==> config.mk <==
export PLATFORM = sky130hd
export DESIGN_NAME = x_bus_ctrl
export DESIGN_NICKNAME = d
export VERILOG_FILES = /design/src/rtl/x_bus_ctrl.sv
export SDC_FILE = /design/constraint.sdc
export NUM_CORES = 1
export LEC_CHECK = 0
export CAP_MARGIN = 20
export CORE_ASPECT_RATIO = 1.1
export CORE_MARGIN = 2
export CORE_UTILIZATION = 48
export CTS_CLUSTER_DIAMETER = 30
export DETAILED_ROUTE_END_ITERATION = 7
export GPL_TIMING_DRIVEN = 1
export PLACE_DENSITY = 0.9
export SYNTH_ARGS = -nofsm -noshare
export SYNTH_HDL_FRONTEND = slang
export SYNTH_SLANG_ARGS = --single-unit
==> constraint.sdc <==
create_clock -name i_clk -period 6.9 [get_ports i_clk]
set_input_delay 1.035 -clock i_clk [delete_from_list [all_inputs] [get_ports i_clk]]
set_output_delay 1.035 -clock i_clk [all_outputs]
set_load 0.01 [all_outputs]
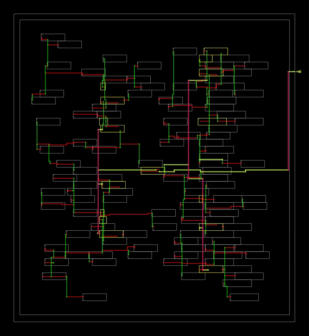
(images/clock_nets.png)
Clk power: 512 µW
Seq cells: 104
Clock Sink Count: 104
final-layout clock buffer total: 11
total CTS buffers: 9

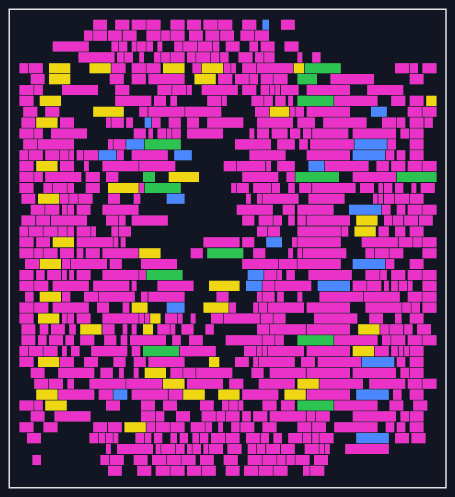
(images/sizing.png)
Scale: 4 px per µm.
Key: yellow = x3 and x4 [cells 42, share 6.1%, most used mux2_4]; magenta = x1 and smaller [cells 611, share 89%, most used clkdlybuf4s50_1]; green = x6 and larger [cells 13, share 1.9%, most used clkbuf_16]; blue = x2 [cells 21, share 3.1%, most used mux4_2]
P&R area growth vs syn: 41.1%
Non-Clock Buffer Count: 205
final instance area: 8190 µm²
final worst setup slack: 2220 ps

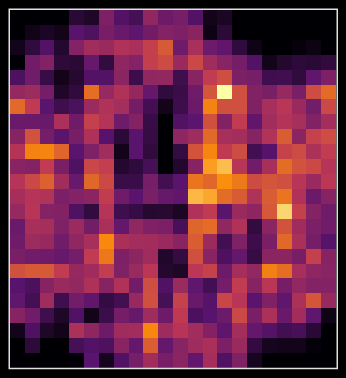
(images/route_heat.png)
Scale: 3 px per µm. The die is cut into 22 by 24 equal tiles; black is low, pale yellow is high, scaled to the fullest tile. Values are wire area over tile area, all layers added.
8.3% of the tiles are nearly empty. The fullest tile reaches 0.54. The mean over all tiles is 0.18. 18% of the tiles are over half the peak. The densest ninth of the die: middle right.
routed vias: 4425
post-DR wirelength/cell: 17.3 µm
GRT Total Usage: 22.7%

==> changes_impl.md <==
### Metrics

- Status: completed
- Pre-CTS setup slack: 2150 ps
- Hold Vio Cnt, Final: 0
- Min Hold Slack: 474 ps
- Syn. warnings: 0
- 1st-pass router iterations: 5
- Worst endpoint required time: 5860 ps
- Top Family by Delay on Critical Path: simple AND/OR/NAND/NOR gates
- Met1 WL: 5.93 mm
- Post-synth EDFFs: 32
- Asr flop ratio synth: 69.2%
- Worst path most repeated cell: clkdlybuf4s50_1
- Post-synthesis cell area: 5800 µm²
- Synthesized Nets: slightly above 600
- DR iter-0 viols: between 150 and 200
- Chip Width: 109 µm
- Least-Margin Pin Slew: 1060 ps
- Static Leakage: 3.37 nW
- Hold depth: 1
- Max incr delay on CP: 600 ps
- Buf/Inv on CP: 2
- Critical Path Fanout Max: 27
- Vias in the first global route: 4688
- Share of cells above drive strength 1: 11.1%
- Cell Count, Final, Fillers Out: 841
- Minimum clock period: roughly 4700 ps
- H-tree depth reported by CTS: 3
- Starting Density: 48.6%
- # DRC: 0
- Vias per cell: 5.26
- Pins Over Slew Limit: 0
- Row count: 42
- CP arrival: 3650 ps
- Placed cells: between 800 and 900
- Sequential share of power: 42.3%
- Post_cts resized: 0
- Int Power: 1.32 mW
- Crit start category: primary input
- I/O Buffers: 201
- I/O pin cnt: 221
- Net Sw Frac: 27.2%
- Setup violations, final: 0
- Number of setup buffers added after CTS: 0
- Cell area power density: 222 nW/µm²
- FF-to-FF setup slack: 4200 ps
- R2R depth: 10
- Peak supply drop: about 140 µV
- Remaining antenna violation count: 0
- CP cell instances: clkdlybuf4s50_1 -> and4b_1 -> nand2_1 -> o21ai_0 -> and2_1 -> clkdlybuf4s50_1
- Met3 Usage GRT: 3.94%
- Post-synthesis sequential area ratio: 47.6%
- Post-cts hold buffer count: 0
- Post-synthesis instance total: between 400 and 500
- Post-route clock period utilization: 67.9%
- RD Place Congestion: between 0.7 and 0.8
- RSZ-0062 raised after global routing: false
- Latency at later pin: 340 ps
- Clk buf depth: 2
- Post-route setup TNS: 0 ps
- Tool warning count: 50
- Yosys aoi share: 4.27%
- CTS tree: yes
- Post-synth top flop: dfrtp_1
- Top Consumer: sequential cells
- Largest net degree at the start of global routing: 116
- GR Overflow Total: 0
- # fillers: approximately 860
- Dominant comb cell: simple AND/OR/NAND/NOR gates
- Total of max-cap violations: 0
- CTS root buffer: clkbuf_16
- Xor/xnor share: 5.44%
## layout make-up
class                   count  area, µm²  share of cell area (%)
repair buffers            205       2050                    25.1
clock inverters             5       55.1                   0.673
inverters                  11       41.3                   0.504
well taps                 154        193                    2.35
flip-flops and latches    104       2760                    33.8
multi-input cells         351       2840                    34.7
clock buffers              11        243                    2.97
## synth_stat cells, types with 2 or more instances
cell type / n / area [µm²]
mux2i_1: 28 / 280
clkbuf_1: 14 / 52.6
nor2b_1: 6 / 37.5
xor2_1: 17 / 149
xnor2_1: 19 / 166
mux2_4: 30 / 450
buf_6: 5 / 56.3
ha_1: 6 / 75.1
nor3_1: 4 / 20.0
nor4_4: 2 / 42.5
edfxtp_1: 32 / 961
a22o_1: 3 / 26.3
mux2_2: 5 / 56.3
nor3b_1: 3 / 22.5
clkbuf_2: 2 / 10.0
mux4_2: 8 / 180
nand2_1: 45 / 169
nand3_1: 8 / 40.0
a22oi_1: 3 / 22.5
a21boi_0: 2 / 15.0
o21ai_0: 29 / 145
dfrtp_1: 72 / 1800
nand4_4: 2 / 42.5
nor4_2: 4 / 50.1
and2_1: 88 / 551
inv_1: 11 / 41.3
and3_1: 4 / 25.0
nand4_1: 5 / 31.3
and4_1: 4 / 35.0
buf_2: 8 / 40.0
nor2_1: 10 / 37.5
## layout by cell type (no fill, tap or decap), drive strengths merged, types with 2 or more instances in the layout
cell type and count:
nor2 10, nor3b 3, nor2b 6, dfrtp 72, and3 4, nand2 45, o21ai 29, a21boi 2
nor4 7, clkbuf 11, mux2i 28, a22o 3, a22oi 3, buf 6, clkinv 2, nor3 4
mux4 8, edfxtp 32, and2 88, inv 12, xor2 17, or3 2, nand3 10, xnor2 19
mux2 36, ha 6, clkdlybuf4s50 199, and4 4, nand4 8
No activity file was given, so power comes from the tool's default toggle rates.
